Figure 1. Signal wires on met1.
The bar under the picture is 20 um long.
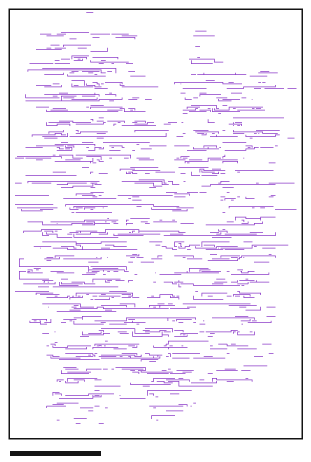
Figure 2. Metal 2.
The bar under the picture is 20 um long. Cells faint in the background.
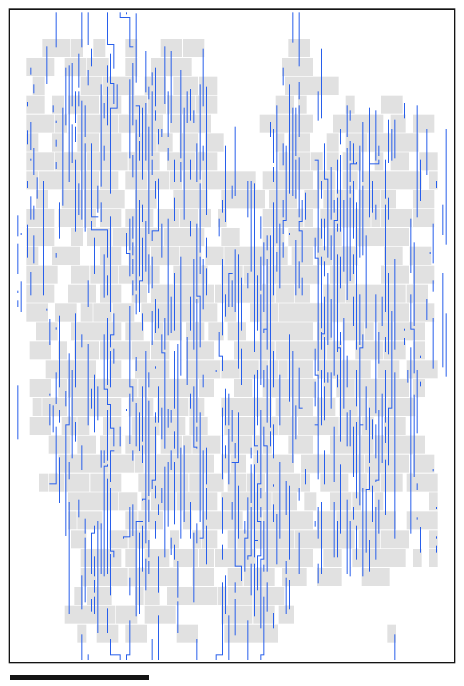
Figure 3. Signal wires on met3.
The bar under the picture is 20 um long. Cells faint in the background.
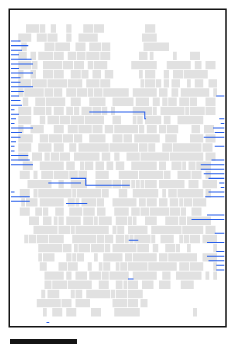
Figure 4. Cell density map.
6 x 9 tiles, from white (low) to dark blue (high), 0 to 100% covered.
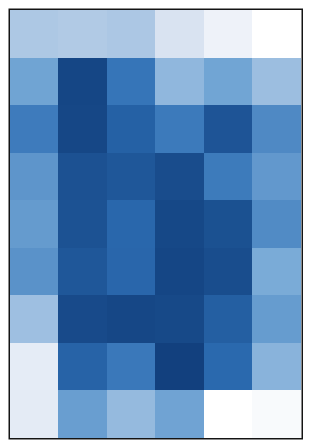
## src/rtl/rv32_hazard_ctrl.sv

```systemverilog
`default_nettype none
// ============================================================================
//  Module   : rv32_hazard_ctrl
//  Brief    : Hazard, forwarding and stall controller for the 5-stage RV32
//             pipeline. Resolves RAW hazards on operands entering ID/EX by
//             forwarding or stalling, freezes the pipeline while a
//             multi-cycle load sits in MEM, flushes on taken branches and
//             keeps saturating stall/flush counters.
//  Options  : RV32_HAZARD_FORWARDING_EN - when defined, operands are bypassed
//             from EX/MEM/WB; when undefined every producer match stalls and
//             fwd_sel is constant 0.
//  Revision : 1.0 - initial release
// ============================================================================
module rv32_hazard_ctrl #(
  parameter int NUM_RS   = 2,
  parameter int LOAD_LAT = 1,
  parameter int CNT_W    = 16
) (
  input  logic                  clk,
  input  logic                  rst_n,
  input  logic [NUM_RS*5-1:0]   id_rs_addr,
  input  logic [NUM_RS-1:0]     id_rs_used,
  input  logic [4:0]            ex_rd,
  input  logic                  ex_regwrite,
  input  logic                  ex_mem_read,
  input  logic [4:0]            mem_rd,
  input  logic                  mem_regwrite,
  input  logic                  mem_mem_read,
  input  logic [4:0]            wb_rd,
  input  logic                  wb_regwrite,
  input  logic                  branch_taken,
  output logic                  pc_stall,
  output logic                  if_id_stall,
  output logic                  id_ex_stall,
  output logic                  ex_mem_stall,
  output logic                  if_id_flush,
  output logic                  id_ex_flush,
  output logic                  mem_wb_bubble,
  output logic [NUM_RS*2-1:0]   fwd_sel,
  output logic [CNT_W-1:0]      stall_cycles,
  output logic [CNT_W-1:0]      flush_count
);

  // Freeze FSM encoding
  localparam logic [1:0] c_IDLE    = 2'd0;
  localparam logic [1:0] c_WAIT    = 2'd1;
  localparam logic [1:0] c_RELEASE = 2'd2;

  // A load only freezes the pipe when it needs more than one MEM cycle
  localparam bit         c_MULTI_CYCLE = (LOAD_LAT > 1);
  localparam bit         c_LAT_TWO     = (LOAD_LAT == 2);
  // Remaining WAIT cycles after the IDLE trigger cycle (only used when > 2)
  localparam logic [2:0] c_CNT_INIT    = (LOAD_LAT > 2) ? 3'(LOAD_LAT - 2) : 3'd1;

  localparam logic [CNT_W-1:0] c_CNT_ONE = {{(CNT_W-1){1'b0}}, 1'b1};

  logic [1:0]          r_state;
  logic [1:0]          w_state_nxt;
  logic [2:0]          r_cnt;
  logic [2:0]          w_cnt_nxt;
  logic                w_freeze;
  logic                w_branch;
  logic                w_hazard;
  logic                w_flush_apply;
  logic [NUM_RS-1:0]   w_hit_ex;
  logic [NUM_RS-1:0]   w_hit_mem;
  logic [NUM_RS-1:0]   w_hit_wb;
  logic [NUM_RS-1:0]   w_port_hazard;
  logic [NUM_RS*2-1:0] w_fwd_raw;
  logic [CNT_W-1:0]    r_stall_cycles;
  logic [CNT_W-1:0]    r_flush_count;

  // --------------------------------------------------------------------------
  // Per-port producer matching, hazard detection and bypass selection
  // --------------------------------------------------------------------------
  for (genvar i = 0; i < NUM_RS; i++) begin : g_port
    logic [4:0] w_addr;
    logic       w_live;

    assign w_addr       = id_rs_addr[5*i +: 5];
    assign w_live       = id_rs_used[i] && (w_addr != 5'd0);
    assign w_hit_ex[i]  = w_live && ex_regwrite  && (w_addr == ex_rd);
    assign w_hit_mem[i] = w_live && mem_regwrite && (w_addr == mem_rd);
    assign w_hit_wb[i]  = w_live && wb_regwrite  && (w_addr == wb_rd);

`ifdef RV32_HAZARD_FORWARDING_EN
    // Youngest producer wins; load data is not bypassable until it is in WB
    assign w_port_hazard[i] = (w_hit_ex[i] && ex_mem_read) ||
                              (!w_hit_ex[i] && w_hit_mem[i] && mem_mem_read);
    assign w_fwd_raw[2*i +: 2] = w_hit_ex[i]  ? 2'b01 :
                                 w_hit_mem[i] ? 2'b10 :
                                 w_hit_wb[i]  ? 2'b11 : 2'b00;
`else
    // No bypass network and no regfile write-through: any producer stalls
    assign w_port_hazard[i]    = w_hit_ex[i] || w_hit_mem[i] || w_hit_wb[i];
    assign w_fwd_raw[2*i +: 2] = 2'b00;
`endif
  end : g_port

`ifndef RV32_HAZARD_FORWARDING_EN
  // The EX load flag only matters when bypassing is available
  logic w_unused_ex_load;
  assign w_unused_ex_load = ex_mem_read;
`endif

  // --------------------------------------------------------------------------
  // Freeze FSM
  // --------------------------------------------------------------------------

  // State register: reset aborts any freeze in progress
  always_ff @(posedge clk) begin
    if (!rst_n) begin
      r_state <= c_IDLE;
      r_cnt   <= 3'd0;
    end else begin
      r_state <= w_state_nxt;
      r_cnt   <= w_cnt_nxt;
    end
  end

  // Next state: a multi-cycle load in MEM freezes for LOAD_LAT-1 cycles
  always_comb begin
    w_state_nxt = r_state;
    w_cnt_nxt   = r_cnt;
    case (r_state)
      c_IDLE: begin
        if (mem_mem_read && c_MULTI_CYCLE) begin
          if (c_LAT_TWO) begin
            w_state_nxt = c_RELEASE;
          end else begin
            w_state_nxt = c_WAIT;
            w_cnt_nxt   = c_CNT_INIT;
          end
        end
      end
      c_WAIT: begin
        if (r_cnt == 3'd1) begin
          w_state_nxt = c_RELEASE;
        end else begin
          w_cnt_nxt = r_cnt - 3'd1;
        end
      end
      c_RELEASE: begin
        w_state_nxt = c_IDLE;
      end
      default: begin
        w_state_nxt = c_IDLE;
        w_cnt_nxt   = 3'd0;
      end
    endcase
  end

  // FSM output: freeze asserts on the trigger cycle and every WAIT cycle
  always_comb begin
    w_freeze = 1'b0;
    if (rst_n) begin
      w_freeze = ((r_state == c_IDLE) && mem_mem_read && c_MULTI_CYCLE) ||
                 (r_state == c_WAIT);
    end
  end

  // --------------------------------------------------------------------------
  // Pipeline control: freeze > branch flush > data hazard > forwarding
  // --------------------------------------------------------------------------
  assign w_branch      = rst_n && branch_taken;
  assign w_hazard      = rst_n && (|w_port_hazard);
  assign w_flush_apply = w_branch && !w_freeze;

  // Resolve the control outputs; fwd_sel only carries meaning on clean cycles
  always_comb begin
    pc_stall      = 1'b0;
    if_id_stall   = 1'b0;
    id_ex_stall   = 1'b0;
    ex_mem_stall  = 1'b0;
    if_id_flush   = 1'b0;
    id_ex_flush   = 1'b0;
    mem_wb_bubble = 1'b0;
    fwd_sel       = '0;
    if (w_freeze) begin
      pc_stall      = 1'b1;
      if_id_stall   = 1'b1;
      id_ex_stall   = 1'b1;
      ex_mem_stall  = 1'b1;
      mem_wb_bubble = 1'b1;
    end else if (w_branch) begin
      // The ID instruction is squashed, so any pending load-use is moot
      if_id_flush = 1'b1;
      id_ex_flush = 1'b1;
    end else if (w_hazard) begin
      pc_stall    = 1'b1;
      if_id_stall = 1'b1;
      id_ex_flush = 1'b1;
    end else if (rst_n) begin
      fwd_sel = w_fwd_raw;
    end
  end

  // --------------------------------------------------------------------------
  // Saturating performance counters
  // --------------------------------------------------------------------------

  // Count stalled cycles and applied branch flushes, holding at all-ones
  always_ff @(posedge clk) begin
    if (!rst_n) begin
      r_stall_cycles <= '0;
      r_flush_count  <= '0;
    end else begin
      if (pc_stall && (r_stall_cycles != '1)) begin
        r_stall_cycles <= r_stall_cycles + c_CNT_ONE;
      end
      if (w_flush_apply && (r_flush_count != '1)) begin
        r_flush_count <= r_flush_count + c_CNT_ONE;
      end
    end
  end

  assign stall_cycles = r_stall_cycles;
  assign flush_count  = r_flush_count;

endmodule : rv32_hazard_ctrl
`default_nettype wire

```

## config.mk

```make
export PLATFORM = sky130hd
export DESIGN_NAME = rv32_hazard_ctrl
export DESIGN_NICKNAME = d
export VERILOG_FILES = /design/src/rtl/rv32_hazard_ctrl.sv
export SDC_FILE = /design/constraint.sdc
export NUM_CORES = 1
export LEC_CHECK = 0
export CORE_ASPECT_RATIO = 1.5
export CORE_MARGIN = 2
export CORE_UTILIZATION = 40
export CTS_BUF_LIST = sky130_fd_sc_hd__clkbuf_8 sky130_fd_sc_hd__clkbuf_16
export DETAILED_ROUTE_END_ITERATION = 10
export PLACE_DENSITY = 0.74
export SETUP_SLACK_MARGIN = 0.3
export SLEW_MARGIN = 10
export SYNTH_ARGS = -nofsm -noshare
export SYNTH_HDL_FRONTEND = slang
export SYNTH_SLANG_ARGS = --single-unit
```

## constraint.sdc

```tcl
create_clock -name clk -period 1.9 [get_ports clk]
set_input_delay 0.38 -clock clk [delete_from_list [all_inputs] [get_ports clk]]
set_output_delay 0.38 -clock clk [all_outputs]
set_load 0.01 [all_outputs]
```

==> results.txt <==
The full implementation flow was run.

Looking at the critical path, the highest net fanout was 3. The fraction of registers with async set or reset after synthesis stands at 0. Along the critical path, the tally of buffer and inverter instances is 3. Walking the worst path, the cells encountered are buf_6 > buf_6 > xor2_1 > nor4_1 > and3_4 > o31ai_4 > a21oi_4 > buf_2.

The fraction of the yosys area taken by sequential cells stands at 0.2973. Per the OpenROAD floorplan log, the width of the die is ~64 um. The timing report gives the worst reg2reg path a setup slack of 0.05 ns. The global route total overflow stands at 0.

Detailed placement ended at an HPWL of ~4.3 mm. Setup repair after global routing could not meet its margin everywhere. Nets still carrying antenna violations after routing amount to 0. The hold buffer count at CTS stands at 0. The count of cells along the worst hold path stands at 2. In the final timing run, aggregate negative setup slack is -0.6944 ns. During placement, the flow inserted port buffers numbering 68. The final setup violation count stands at 11. The area share of the largest cell type after synthesis stands at 0.2973.

The number of antenna diodes in the final layout is 0. The mapped netlist covers between 0.002 and 0.0025 mm^2. The number of remaining DRC errors stands at 0. The post-synth register bit count is 32. The number of buffers added by the clock tree synthesis step stands at 5.

The cell sitting at the root of the clock tree is a sky130_fd_sc_hd__clkbuf_8. In this run the VDD rail shows a maximum IR drop of just under 0.0005 V. After the first detailed-routing iteration, the DRC count stood at between 70 and 80. Grouping stages by cell kind, the critical path spends the most delay in simple AND/OR/NAND/NOR gates. The mean instance size in the synthesized netlist stands at 8.416 um^2. After its last routability iteration, the placer logged a weighted congestion of around 0.82. TritonCTS built the clock tree. Sorting the synthesized cells by how often they occur yields sky130_fd_sc_hd__dfxtp_1, sky130_fd_sc_hd__xor2_1, sky130_fd_sc_hd__nand2_1, sky130_fd_sc_hd__nand3_1, sky130_fd_sc_hd__nor2_1. The initial antenna violation count is 0. For the worst reg-to-reg path, the startpoint reported by OpenROAD is stall_cycles[0]$_SDFFE_PN0P_. Summed over all instances, the cell type with the most area after synthesis is sky130_fd_sc_hd__dfxtp_1. The total number of nets in the final design stands at 412.

The number of global-route vias before repair was roughly 2.2k. The leakage power in the latest report is about 1.6 nW. The stat command in Yosys gives a chip area of 0.002155 mm^2. The first global-routing pass estimated 9.860 mm of wire. In the finished design, the share of the clock period the worst path needs comes to 1.075. The maximum number of buffers from clock root to sink stands at 2. The instance tally after logic synthesis stands at approximately 260. The post-synthesis cell count from yosys stands at between 200 and 300. The die outline height stands at between 90 and 100 um.

The fraction of layout cells with a size suffix above 1 stands at 0.4176. The row count stands at 32. Counting pins that exceed their max-slew limit in the final report gives 0. The timing report gives the biggest stage delay along the critical path as 0.26 ns. In the setup report, the worst path falls into the class input port to primary output.

Sorting the synthesized cells by area gives the leading types as sky130_fd_sc_hd__dfxtp_1, sky130_fd_sc_hd__xor2_1, sky130_fd_sc_hd__mux2i_1. The final critical delay including setup and external delays stands at slightly above 2 ns. The routed design shows a via density per instance of approximately 5.2. The post-synthesis to final-layout area growth stands at 72.94%. The register area stands at between 600 and 700 um^2. The checks that failed: setup timing. The tally of unique sky130hd cells used after synthesis stands at 40. The number of failing hold endpoints at the final stage stands at 0.

The final worst clock skew stands at between 0.002 and 0.003 ns. The worst setup path is launched from an input port. Looking at the gate-level netlist, the highest instance count belongs to sky130_fd_sc_hd__dfxtp_1. The largest net degree at the start of global routing stands at 30. The script logs the mean routed wire length per placed instance as 14.13 um. For this design the top-level I/O count stands at between 70 and 80. The final design instance area without fill stands at about 0.0037 mm^2. For this run, the top clock speed supported by timing is about 500 MHz. The power density normalized to cell area stands at just over 400 mW/mm^2.

Prior to clock tree synthesis, the placed netlist has a worst setup slack of -1.083 ns. The number of clock sinks came to 32. The setup slack after layout stands at -0.1426 ns. For the worst min-delay path, the startpoint reported by OpenROAD is stall_cycles[10]$_SDFFE_PN0P_. According to the floorplan report, the total die area is between 0.006 and 0.007 mm^2. Counting flops with a built-in enable in the synthesized netlist gives 0. Max-cap violations in this run came to 0. The multi-input gate area in the final layout stands at ~0.0018 mm^2. The cell that appears most often on the critical path is sky130_fd_sc_hd__buf_6. The total routing usage reported by global routing stands at 0.2034.

The data arrival time reported for the critical path is 1.66 ns. For this run, the leading register cell type out of synthesis is sky130_fd_sc_hd__dfxtp_1. The later pin in the worst-skew pair is clocked with a latency of just under 0.3 ns. During synthesis, Yosys emitted a total of 0 warnings.

For hold timing, the worst endpoint is stall_cycles[10]$_SDFFE_PN0P_. The required time at the worst endpoint is listed as between 1.5 and 2 ns. Counting the fill cells in the layout gives about 370.

Warnings raised by the tools during the run amount to 31. The number of iterations in the first detailed-routing pass stands at 4. The design draws approximately 1.5 mW. After detailed placement, the total cell area comes to roughly 0.0032 mm^2. Checking hold timing, the worst path is listed with class flop to flop.

The H-tree generated during clock tree synthesis spans 2 levels. Measured in cells, the most critical reg-to-reg path has a length of 7. On the worst setup and hold paths after CTS, the clock-pin slew comes to 0.07 ns. Looking at the critical path, the single cell with the biggest stage delay is sky130_fd_sc_hd__and3_4.

Per the timing report, the most critical flop-to-flop path finishes at stall_cycles[1]$_SDFFE_PN0P_. The worst setup path is captured at a primary output. The flow ran to the end, but the final reports show violations.
-- Figure 1 (at the start) --
wire length on this layer: 2,600 um
nets with wire on the layer: 352
main direction: horizontal
Total Wirelength: 6.272 mm
via count of the routed design: 2,287
GR Layer Usage met1: 0.2369

-- Figure 2 (at the start) --
share of all routed wire: 53%
longest straight run: 27.5 um
main direction: vertical
global-route met2 utilization: 0.3733

-- Figure 3 (at the start) --
longest straight run: 16.3 um
nets with wire on the layer: 60
main direction: horizontal
wire length on this layer: 253 um
met3 routing resource usage after global routing: 0.02638

-- Figure 4 (at the start) --
mean over tiles: 61%
densest ninth of the die: center
tiles over 75% full: 41%
nearly empty tiles: 3.7%
fullest tile: 94%
post-layout util: 0.7214
floorplan-stage core utilization: 0.4172
core outline area: 0.005165 mm^2

==> routing by layer <==
| layer | vias up | global-route usage | wire length [um] |
|---|---|---|---|
| met5 | - | 0 | 0 |
| met4 | 0 | 0.07246 | 79 |
| met3 | 5 | 0.02638 | 253 |
| met2 | 67 | 0.3733 | 3340 |
| met1 | 1091 | 0.2369 | 2599 |
| li1 | 1124 | - | - |
==> power by group <==
group          switching [mW]  total, mW  internal [mW]
Clock                   0.257      0.541          0.285
Sequential            0.00552      0.676          0.671
Combinational           0.156      0.315          0.159
==> cell usage in the layout (no fill, tap or decap), types with 5 or more instances in the layout <==
cell type	count
sky130_fd_sc_hd__clkbuf_8	6
sky130_fd_sc_hd__nand3_1	12
sky130_fd_sc_hd__inv_1	9
sky130_fd_sc_hd__buf_2	14
sky130_fd_sc_hd__xnor2_1	10
sky130_fd_sc_hd__xor2_1	25
sky130_fd_sc_hd__buf_6	16
sky130_fd_sc_hd__dfxtp_2	10
sky130_fd_sc_hd__dlymetal6s2s_1	11
sky130_fd_sc_hd__nand4_1	6
sky130_fd_sc_hd__dfxtp_1	17
sky130_fd_sc_hd__mux2i_1	14
sky130_fd_sc_hd__nand2_1	23
sky130_fd_sc_hd__dfxtp_4	5
sky130_fd_sc_hd__a21oi_4	6
sky130_fd_sc_hd__nor2_1	12
sky130_fd_sc_hd__xor2_2	6
sky130_fd_sc_hd__dlygate4sd2_1	26
sky130_fd_sc_hd__nand2b_1	12
sky130_fd_sc_hd__a211oi_2	6
sky130_fd_sc_hd__buf_4	45
sky130_fd_sc_hd__conb_1	7
==> metrics by stage <==
stage,hold slack [ns],cells
after floorplan,0.4945,262
after global placement,0.4671,419
after detailed placement,0.4770,419
after CTS,0.4910,434
after global routing,0.5117,444
final,0.4881,444
==> area by class of cell <==
cell class                      instances  share of cell area
Sequential cell                        32              0.1803
Clock buffer                            6             0.02216
Clock inverter                          2            0.002015
Timing Repair Buffer                  122              0.2888
Tap cell                               68             0.02283
Inverter                                8            0.008059
Multi-Input combinational cell        206              0.4758
==> flip-flops by register name (all words and copies together) (netlist names) <==
signal and count:
flush_count 16, stall_cycles 16
==> logic make-up (layout without fill, tap and decap cells) <==
| kind of cell | after synthesis | in the layout | synth area share |
|---|---|---|---|
| compound gates | 36 | 36 | 0.1324 |
| xor+xnor | 42 | 42 | 0.1707 |
| fa+ha+maj | 2 | 2 | 0.01161 |
| buf+inv | 24 | 138 | 0.06213 |
| flops | 32 | 32 | 0.2973 |
| mux | 14 | 14 | 0.06504 |
| other cells | 1 | 7 | 0.001740 |
| simple gates | 105 | 105 | 0.2590 |
==> worst max-delay path by stage <==
stage / start / end / slack [ns] / cells after the start
floorplan: id_rs_addr[6] / pc_stall / -0.08 / 7
global placement: id_rs_addr[4] / id_ex_flush / -1.07 / 7
detailed placement: id_rs_addr[2] / id_ex_flush / -1.08 / 7
CTS: mem_rd[1] / pc_stall / -0.18 / 7
global route: ex_rd[3] / pc_stall / -0.21 / 8
finish: ex_rd[3] / pc_stall / -0.14 / 8
==> what timing repair did <==
item                                    CTS  global route
gates resized                           172            72
endpoints found under the setup margin   56            44
buffers inserted                          7            10
pin swaps                                28            26
No activity file was given, so power comes from the tool's default toggle rates.
